**src/rtl/vga_timing_pkg.sv**
```systemverilog
// Shared VGA raster timing: 640x480@60 defaults, total-period helper and sync polarity.
package vga_timing_pkg;

  localparam int VGA_WIDTH  = 640;
  localparam int VGA_HEIGHT = 480;
  localparam int VGA_H_FP   = 16;
  localparam int VGA_H_SYNC = 96;
  localparam int VGA_H_BP   = 48;
  localparam int VGA_V_FP   = 10;
  localparam int VGA_V_SYNC = 2;
  localparam int VGA_V_BP   = 33;

  typedef enum logic {
    SYNC_ACTIVE_LOW  = 1'b0,
    SYNC_ACTIVE_HIGH = 1'b1
  } sync_pol_e;

  function automatic int vga_total(input int active, input int fp, input int sync, input int bp);
    return active + fp + sync + bp;
  endfunction

endpackage

```
**src/rtl/vga_if.sv**
```systemverilog
// Raster bundle from the sync generator to the board VGA pin stage.
interface vga #(
  parameter int WIDTH  = 640,
  parameter int HEIGHT = 480
);
  logic                      hsync;
  logic                      vsync;
  logic [$clog2(WIDTH)-1:0]  pxl_x;
  logic [$clog2(HEIGHT)-1:0] pxl_y;
  logic [3:0]                red;
  logic [3:0]                green;
  logic [3:0]                blue;

  modport out (output hsync, vsync, pxl_x, pxl_y, red, green, blue);
  modport in  (input  hsync, vsync, pxl_x, pxl_y, red, green, blue);
endinterface

```
**src/rtl/vga_delay_line.sv**
```systemverilog
// Enable-qualified shift register with async clear; DEPTH=0 is a plain wire.
module vga_delay_line #(
  parameter int DEPTH = 1,
  parameter int WIDTH = 8
) (
  input  logic             clk,
  input  logic             resetN,
  input  logic             ce_i,
  input  logic [WIDTH-1:0] d_i,
  output logic [WIDTH-1:0] q_o
);

  if (DEPTH == 0) begin : g_pass
    assign q_o = d_i;
  end else begin : g_regs
    logic [WIDTH-1:0] stage_q [DEPTH];

    always_ff @(posedge clk or negedge resetN) begin
      if (!resetN) begin
        for (int i = 0; i < DEPTH; i++) stage_q[i] <= '0;
      end else if (ce_i) begin
        stage_q[0] <= d_i;
        for (int i = 1; i < DEPTH; i++) stage_q[i] <= stage_q[i-1];
      end
    end

    assign q_o = stage_q[DEPTH-1];
  end

endmodule

```
**src/rtl/vga_sync_gen.sv**
```systemverilog
// Raster counters, sync generation and colour blanking, with sync/coords delayed to
// line up with the renderer's colour return.
module vga_sync_gen
  import vga_timing_pkg::*;
#(
  parameter int WIDTH      = VGA_WIDTH,
  parameter int HEIGHT     = VGA_HEIGHT,
  parameter int H_FP       = VGA_H_FP,
  parameter int H_SYNC     = VGA_H_SYNC,
  parameter int H_BP       = VGA_H_BP,
  parameter int V_FP       = VGA_V_FP,
  parameter int V_SYNC     = VGA_V_SYNC,
  parameter int V_BP       = VGA_V_BP,
  parameter bit SYNC_POL   = bit'(SYNC_ACTIVE_LOW),
  parameter int RENDER_LAT = 1
) (
  input  logic                      clk,
  input  logic                      resetN,
  input  logic                      pxl_ce,
  output logic [$clog2(WIDTH)-1:0]  draw_x,
  output logic [$clog2(HEIGHT)-1:0] draw_y,
  output logic                      draw_valid,
  input  logic [3:0]                red_in,
  input  logic [3:0]                green_in,
  input  logic [3:0]                blue_in,
  output logic                      frame_start,
  vga.out                           vga_o
);

  localparam int H_TOTAL = vga_total(WIDTH, H_FP, H_SYNC, H_BP);
  localparam int V_TOTAL = vga_total(HEIGHT, V_FP, V_SYNC, V_BP);
  localparam int HW = $clog2(H_TOTAL);
  localparam int VW = $clog2(V_TOTAL);
  localparam int XW = $clog2(WIDTH);
  localparam int YW = $clog2(HEIGHT);
  localparam int BW = 3 + XW + YW;

  localparam logic [HW-1:0] H_LAST = HW'(H_TOTAL - 1);
  localparam logic [HW-1:0] H_ACT  = HW'(WIDTH);
  localparam logic [HW-1:0] H_SS   = HW'(WIDTH + H_FP);
  localparam logic [HW-1:0] H_SE   = HW'(WIDTH + H_FP + H_SYNC);
  localparam logic [VW-1:0] V_LAST = VW'(V_TOTAL - 1);
  localparam logic [VW-1:0] V_ACT  = VW'(HEIGHT);
  localparam logic [VW-1:0] V_SS   = VW'(HEIGHT + V_FP);
  localparam logic [VW-1:0] V_SE   = VW'(HEIGHT + V_FP + V_SYNC);

  if (RENDER_LAT < 0 || RENDER_LAT > 4 || H_FP == 0 || H_SYNC == 0 || H_BP == 0 ||
      V_FP == 0 || V_SYNC == 0 || V_BP == 0) begin : g_param_err
    $error("vga_sync_gen: RENDER_LAT must be 0..4 and porch/sync widths non-zero");
  end

  logic [HW-1:0] h_cnt_q, h_cnt_d;
  logic [VW-1:0] v_cnt_q, v_cnt_d;
  logic          frame_start_q, frame_start_d;
  logic          h_last, v_last;

  assign h_last = (h_cnt_q == H_LAST);
  assign v_last = (v_cnt_q == V_LAST);

  always_comb begin
    h_cnt_d       = h_cnt_q;
    v_cnt_d       = v_cnt_q;
    frame_start_d = 1'b0;
    if (pxl_ce) begin
      if (h_last) begin
        h_cnt_d       = '0;
        v_cnt_d       = v_last ? '0 : v_cnt_q + 1'b1;
        frame_start_d = v_last;
      end else begin
        h_cnt_d = h_cnt_q + 1'b1;
      end
    end
  end

  always_ff @(posedge clk or negedge resetN) begin
    if (!resetN) begin
      h_cnt_q       <= '0;
      v_cnt_q       <= '0;
      frame_start_q <= 1'b0;
    end else begin
      h_cnt_q       <= h_cnt_d;
      v_cnt_q       <= v_cnt_d;
      frame_start_q <= frame_start_d;
    end
  end

  assign frame_start = frame_start_q;

  logic active, hs0, vs0;
  assign active = (h_cnt_q < H_ACT) && (v_cnt_q < V_ACT);
  assign hs0    = (h_cnt_q >= H_SS) && (h_cnt_q < H_SE);
  assign vs0    = (v_cnt_q >= V_SS) && (v_cnt_q < V_SE);

  assign draw_valid = active;
  assign draw_x     = active ? h_cnt_q[XW-1:0] : '0;
  assign draw_y     = active ? v_cnt_q[YW-1:0] : '0;

  // Sync is carried as "asserted" bits so the cleared delay line reads as inactive.
  logic [BW-1:0]   s0_bus, sd_bus;
  logic            sd_hs, sd_vs, sd_act;
  logic [XW-1:0]   sd_x;
  logic [YW-1:0]   sd_y;

  assign s0_bus = {hs0, vs0, active, draw_x, draw_y};

  vga_delay_line #(
    .DEPTH (RENDER_LAT),
    .WIDTH (BW)
  ) u_delay (
    .clk    (clk),
    .resetN (resetN),
    .ce_i   (pxl_ce),
    .d_i    (s0_bus),
    .q_o    (sd_bus)
  );

  assign {sd_hs, sd_vs, sd_act, sd_x, sd_y} = sd_bus;

  logic          hsync_q, vsync_q;
  logic [XW-1:0] pxl_x_q;
  logic [YW-1:0] pxl_y_q;
  logic [3:0]    red_q, green_q, blue_q;

  always_ff @(posedge clk or negedge resetN) begin
    if (!resetN) begin
      hsync_q <= ~SYNC_POL;
      vsync_q <= ~SYNC_POL;
      pxl_x_q <= '0;
      pxl_y_q <= '0;
      red_q   <= '0;
      green_q <= '0;
      blue_q  <= '0;
    end else if (pxl_ce) begin
      hsync_q <= sd_hs ? SYNC_POL : ~SYNC_POL;
      vsync_q <= sd_vs ? SYNC_POL : ~SYNC_POL;
      pxl_x_q <= sd_x;
      pxl_y_q <= sd_y;
      red_q   <= sd_act ? red_in   : 4'h0;
      green_q <= sd_act ? green_in : 4'h0;
      blue_q  <= sd_act ? blue_in  : 4'h0;
    end
  end

  assign vga_o.hsync = hsync_q;
  assign vga_o.vsync = vsync_q;
  assign vga_o.pxl_x = pxl_x_q;
  assign vga_o.pxl_y = pxl_y_q;
  assign vga_o.red   = red_q;
  assign vga_o.green = green_q;
  assign vga_o.blue  = blue_q;

endmodule

```
**src/flat_wrapper.sv**
```systemverilog
// flat-port wrapper written by rule: the top's interface ports become plain ports
module vga_sync_gen_flat import vga_timing_pkg::*;
#(
  parameter int WIDTH      = VGA_WIDTH,
  parameter int HEIGHT     = VGA_HEIGHT,
  parameter int H_FP       = VGA_H_FP,
  parameter int H_SYNC     = VGA_H_SYNC,
  parameter int H_BP       = VGA_H_BP,
  parameter int V_FP       = VGA_V_FP,
  parameter int V_SYNC     = VGA_V_SYNC,
  parameter int V_BP       = VGA_V_BP,
  parameter bit SYNC_POL   = bit'(SYNC_ACTIVE_LOW),
  parameter int RENDER_LAT = 1
)
  (clk, resetN, pxl_ce, draw_x, draw_y, draw_valid, red_in, green_in, blue_in, frame_start, vga_o_hsync, vga_o_vsync, vga_o_pxl_x, vga_o_pxl_y, vga_o_red, vga_o_green, vga_o_blue);
  vga #(.WIDTH(WIDTH), .HEIGHT(HEIGHT)) vga_o_i ();
  input  logic clk;
  input  logic resetN;
  input  logic pxl_ce;
  output logic [$clog2(WIDTH)-1:0] draw_x;
  output logic [$clog2(HEIGHT)-1:0] draw_y;
  output logic draw_valid;
  input  logic [3:0] red_in;
  input  logic [3:0] green_in;
  input  logic [3:0] blue_in;
  output logic frame_start;
  output wire logic [$bits(vga_o_i.hsync)-1:0] vga_o_hsync;
  output wire logic [$bits(vga_o_i.vsync)-1:0] vga_o_vsync;
  output wire logic [$bits(vga_o_i.pxl_x)-1:0] vga_o_pxl_x;
  output wire logic [$bits(vga_o_i.pxl_y)-1:0] vga_o_pxl_y;
  output wire logic [$bits(vga_o_i.red)-1:0] vga_o_red;
  output wire logic [$bits(vga_o_i.green)-1:0] vga_o_green;
  output wire logic [$bits(vga_o_i.blue)-1:0] vga_o_blue;
  assign vga_o_hsync = vga_o_i.hsync;
  assign vga_o_vsync = vga_o_i.vsync;
  assign vga_o_pxl_x = vga_o_i.pxl_x;
  assign vga_o_pxl_y = vga_o_i.pxl_y;
  assign vga_o_red = vga_o_i.red;
  assign vga_o_green = vga_o_i.green;
  assign vga_o_blue = vga_o_i.blue;
  vga_sync_gen #(.WIDTH(WIDTH), .HEIGHT(HEIGHT), .H_FP(H_FP), .H_SYNC(H_SYNC), .H_BP(H_BP), .V_FP(V_FP), .V_SYNC(V_SYNC), .V_BP(V_BP), .SYNC_POL(SYNC_POL), .RENDER_LAT(RENDER_LAT)) u_core (.clk(clk), .resetN(resetN), .pxl_ce(pxl_ce), .draw_x(draw_x), .draw_y(draw_y), .draw_valid(draw_valid), .red_in(red_in), .green_in(green_in), .blue_in(blue_in), .frame_start(frame_start), .vga_o(vga_o_i));
endmodule
```
**config.mk**
```make
export PLATFORM = sky130hd
export DESIGN_NAME = vga_sync_gen_flat
export DESIGN_NICKNAME = d
export VERILOG_FILES = /design/src/rtl/vga_timing_pkg.sv /design/src/rtl/vga_if.sv /design/src/rtl/vga_delay_line.sv /design/src/rtl/vga_sync_gen.sv /design/src/flat_wrapper.sv
export SDC_FILE = /design/constraint.sdc
export NUM_CORES = 1
export LEC_CHECK = 0
export CORE_MARGIN = 2
export CORE_UTILIZATION = 51
export DETAILED_ROUTE_END_ITERATION = 10
export GPL_TIMING_DRIVEN = 0
export PLACE_DENSITY = 0.89
export SLEW_MARGIN = 20
export SYNTH_ARGS = -nofsm -noshare
export SYNTH_HDL_FRONTEND = slang
export SYNTH_HIERARCHICAL = 1
export SYNTH_SLANG_ARGS = --single-unit
```
**constraint.sdc**
```tcl
create_clock -name clk -period 2.25 [get_ports clk]
set_input_delay 0.5625 -clock clk [delete_from_list [all_inputs] [get_ports clk]]
set_output_delay 0.5625 -clock clk [all_outputs]
set_load 0.02 [all_outputs]
```
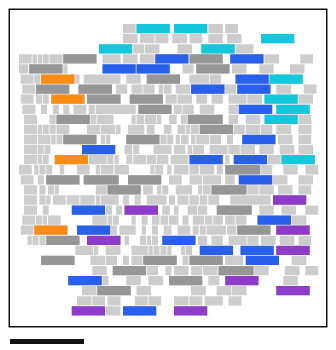
Fig. 1. Register map, names as in the netlist (run 1).
Scale bar: 20 µm. Other sequential cells in the stronger grey, the rest of the logic in the fainter grey.
| netlist name | colour | sequential cells |
|---|---|---|
| u_core/u_delay/q_o | blue | 22 |
| u_core/vga_o.pxl_x | cyan | 10 |
| u_core/vga_o.red | orange | 4 |
| u_core/vga_o.pxl_y | purple | 9 |
not coloured: 31

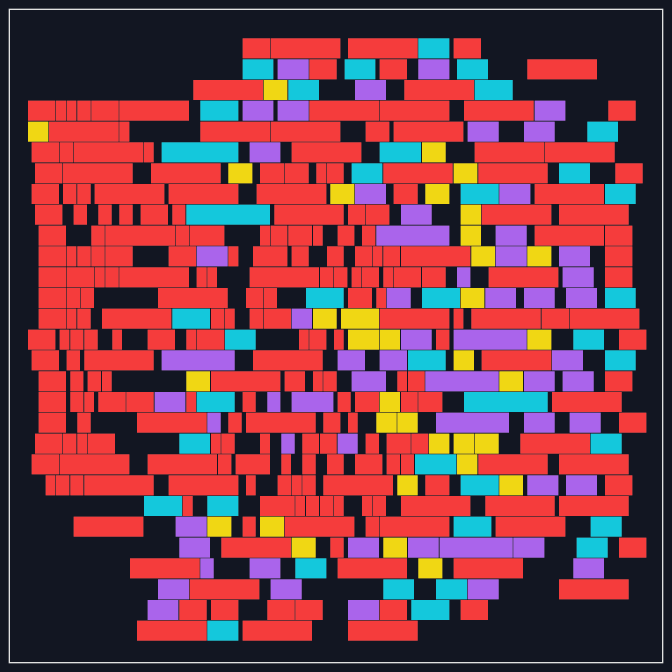
Fig. 2. Sizing map (run 1).
| size | colour | cells | share |
|---|---|---|---|
| x1 and smaller | red | 248 | 65% |
| x6 and larger | cyan | 39 | 10% |
| x3 and x4 | yellow | 34 | 8.9% |
| x2 | purple | 59 | 16% |

==> results.yml, run 1 <==
# implementation run metrics
floorplan:
  n_tap_cell: 77
  die_y_um: 85.3
clock_tree:
  clkSinkCount: 76
  hold_buffers: 0
  clockBufferDepth: 2
  post_cts_resized: 146
final_timing:
  slew-limit-headroom_pct: 68.6
  hold_violations: 0
  fin_tns_setup_ps: 0
setup_path:
  worst_setup_path_end_kind: "output pin"
  crit_path_max_incr_delay_ps: 430
  crit_chain: "nand4_1 -> and3b_2 -> clkbuf_8 -> and2_4 -> buf_6"
  reg2reg_to: "u_core/v_cnt_q[8]"
  cp_slowest_cell: "dfrtp_1"
  critPathBufInv: 2
yosys:
  ys_sh_simple_pct: 15.9
  xor_area_share_pct: 2.60
  area_leaders: "dfrtp_1 (55%), mux2_2 (14%), nand3_1 (3.6%), and2_1 (3.3%), o21ai_0 (3.0%)"
  ys_sh_mux_pct: 14.6
  ys_cells: 286
route:
  ant_nets: 0
  wl_per_cell_um: 16.3
  route.met3.wl_um: 375
global_route:
  grt_pass1_vias: 2488
  track_usage_pct: 21.7
  grt_pass1_wl_um: 12200
  globalRouteOverflowTotal: 0
finish:
  largest_register_ffs: 22
  clkbuf_count: 11
  seq_cell_count: 76
  num_antenna_cells: 0
place:
  portBuffers: 68
  place_inst: 432
pwr:
  p_sw_w: 0.000993
  power_density_nw_per_um2: 788
run_status:
  status: "complete, no violations"
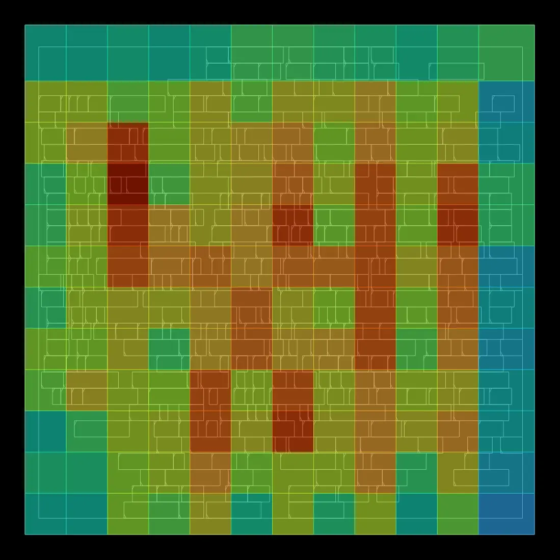
Fig. 3. Track usage over the die (run 1).
grt peak-use layer: met2
met1 Use GR: 28.2%
met2 Usage GRT: 34.9%

==> inputs of run 2 (changes only) <==
==> constraint.sdc (replaced) <==
create_clock -name clk -period 2.25 [get_ports clk]
set_input_delay 0.225 -clock clk [delete_from_list [all_inputs] [get_ports clk]]
set_output_delay 0.225 -clock clk [all_outputs]
set_load 0.02 [all_outputs]
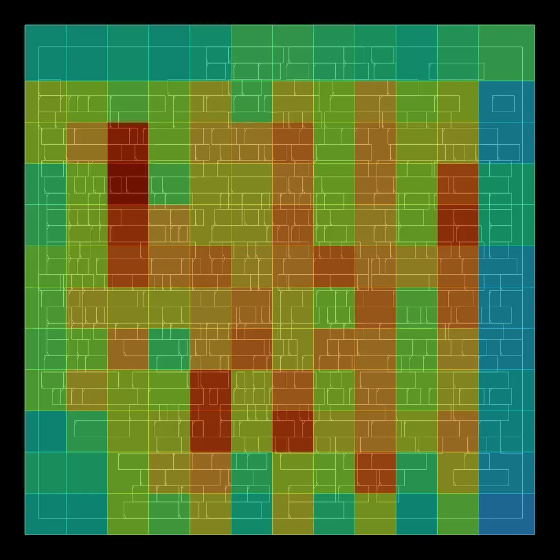
Fig. 4. Track usage over the die (run 2).
WL per Instance: 15.8 µm
final core utilization: 68.6%
met1 Use GR: 27.4%
Tot GR Track Use: 21.0%
met2 Usage GRT: 33.5%

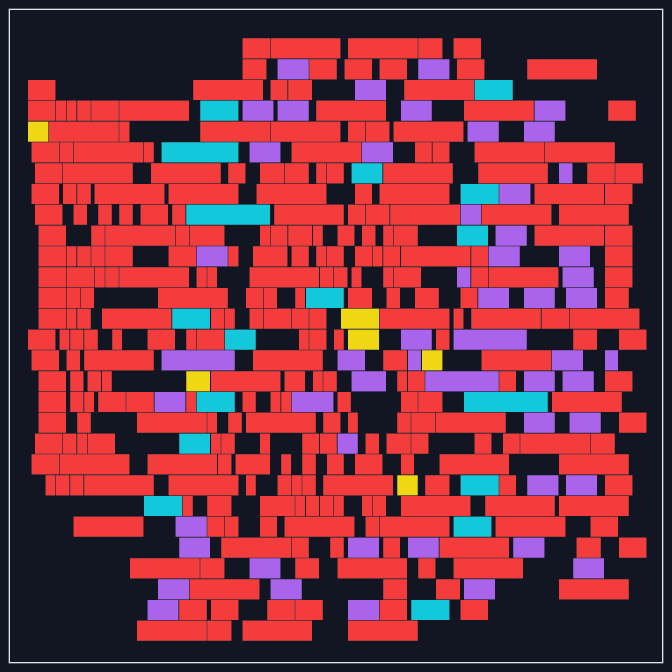
Fig. 5. Sizing map (run 2).
| size | colour | cells | share |
|---|---|---|---|
| x3 and x4 | yellow | 6 | 1.6% |
| x6 and larger | cyan | 17 | 4.6% |
| x1 and smaller | red | 296 | 80% |
| x2 | purple | 53 | 14% |

==> results.yml, run 2 <==
# implementation run metrics
final_timing:
  fin_tns_setup_ps: 0
  slew-limit-headroom_pct: 52.9
  hold_violations: 0
place:
  place_inst: 432
  portBuffers: 68
  gp_congestion: 0.942
route:
  firstDrtPassIters: 4
  route.met3.wl_um: 444
  ant_nets: 0
  drt_iter0_drc: 167
setup_path:
  startpoint: "u_core/h_cnt_q[7]"
  crit_path_max_incr_delay_ps: 380
  worst_setup_path_end_kind: "output pin"
  reg2reg_to: "u_core/v_cnt_q[8]"
  crit_chain: "buf_6 -> o21ai_0 -> and3b_1 -> clkbuf_4 -> and2_1 -> dlygate4sd2_1"
  critPathBufInv: 3
  path_class: "register to output pin"
  rr_worst_depth: 5
  cp_slowest_cell: "dfrtp_1"
clock_tree:
  numCtsBuffers: 9
  clockBufferDepth: 2
  clkSinkCount: 76
  post_cts_resized: 24
  cts_tree: "yes"
  hold_buffers: 1
run_status:
  status: "complete, no violations"
finish:
  largest_register_ffs: 22
  num_antenna_cells: 0
  mostFrequentLayoutCell: "dfrtp_1"
  area.combinational_um2: 1300
  clkbuf_count: 11
global_route:
  grt_pass1_vias: 2438
  grt_pass1_wl_um: 11800
  busiest_layer: "met2"
  use_met3_pct: 5.16
  globalRouteOverflowTotal: 0
yosys:
  ys_cells: 286
  synth.top_cells.by_count: "dfrtp_1 (74), mux2_2 (41), nand3_1 (24)"
  area_leaders: "dfrtp_1 (55%), mux2_2 (14%), nand3_1 (3.6%), and2_1 (3.3%), o21ai_0 (3.0%)"
  xor_area_share_pct: 2.60
  synthCells: 286
  synth_flops: 76
  mappedNetlistNets: 305
  ys_sh_simple_pct: 15.9
pwr:
  p_sw_w: 0.000978
  powerSeq_w: 0.00165
  power_density_nw_per_um2: 803
  p_clk_w: 0.00113
floorplan:
  n_tap_cell: 77
  die_y_um: 85.3
No activity file was given, so power comes from the tool's default toggle rates.
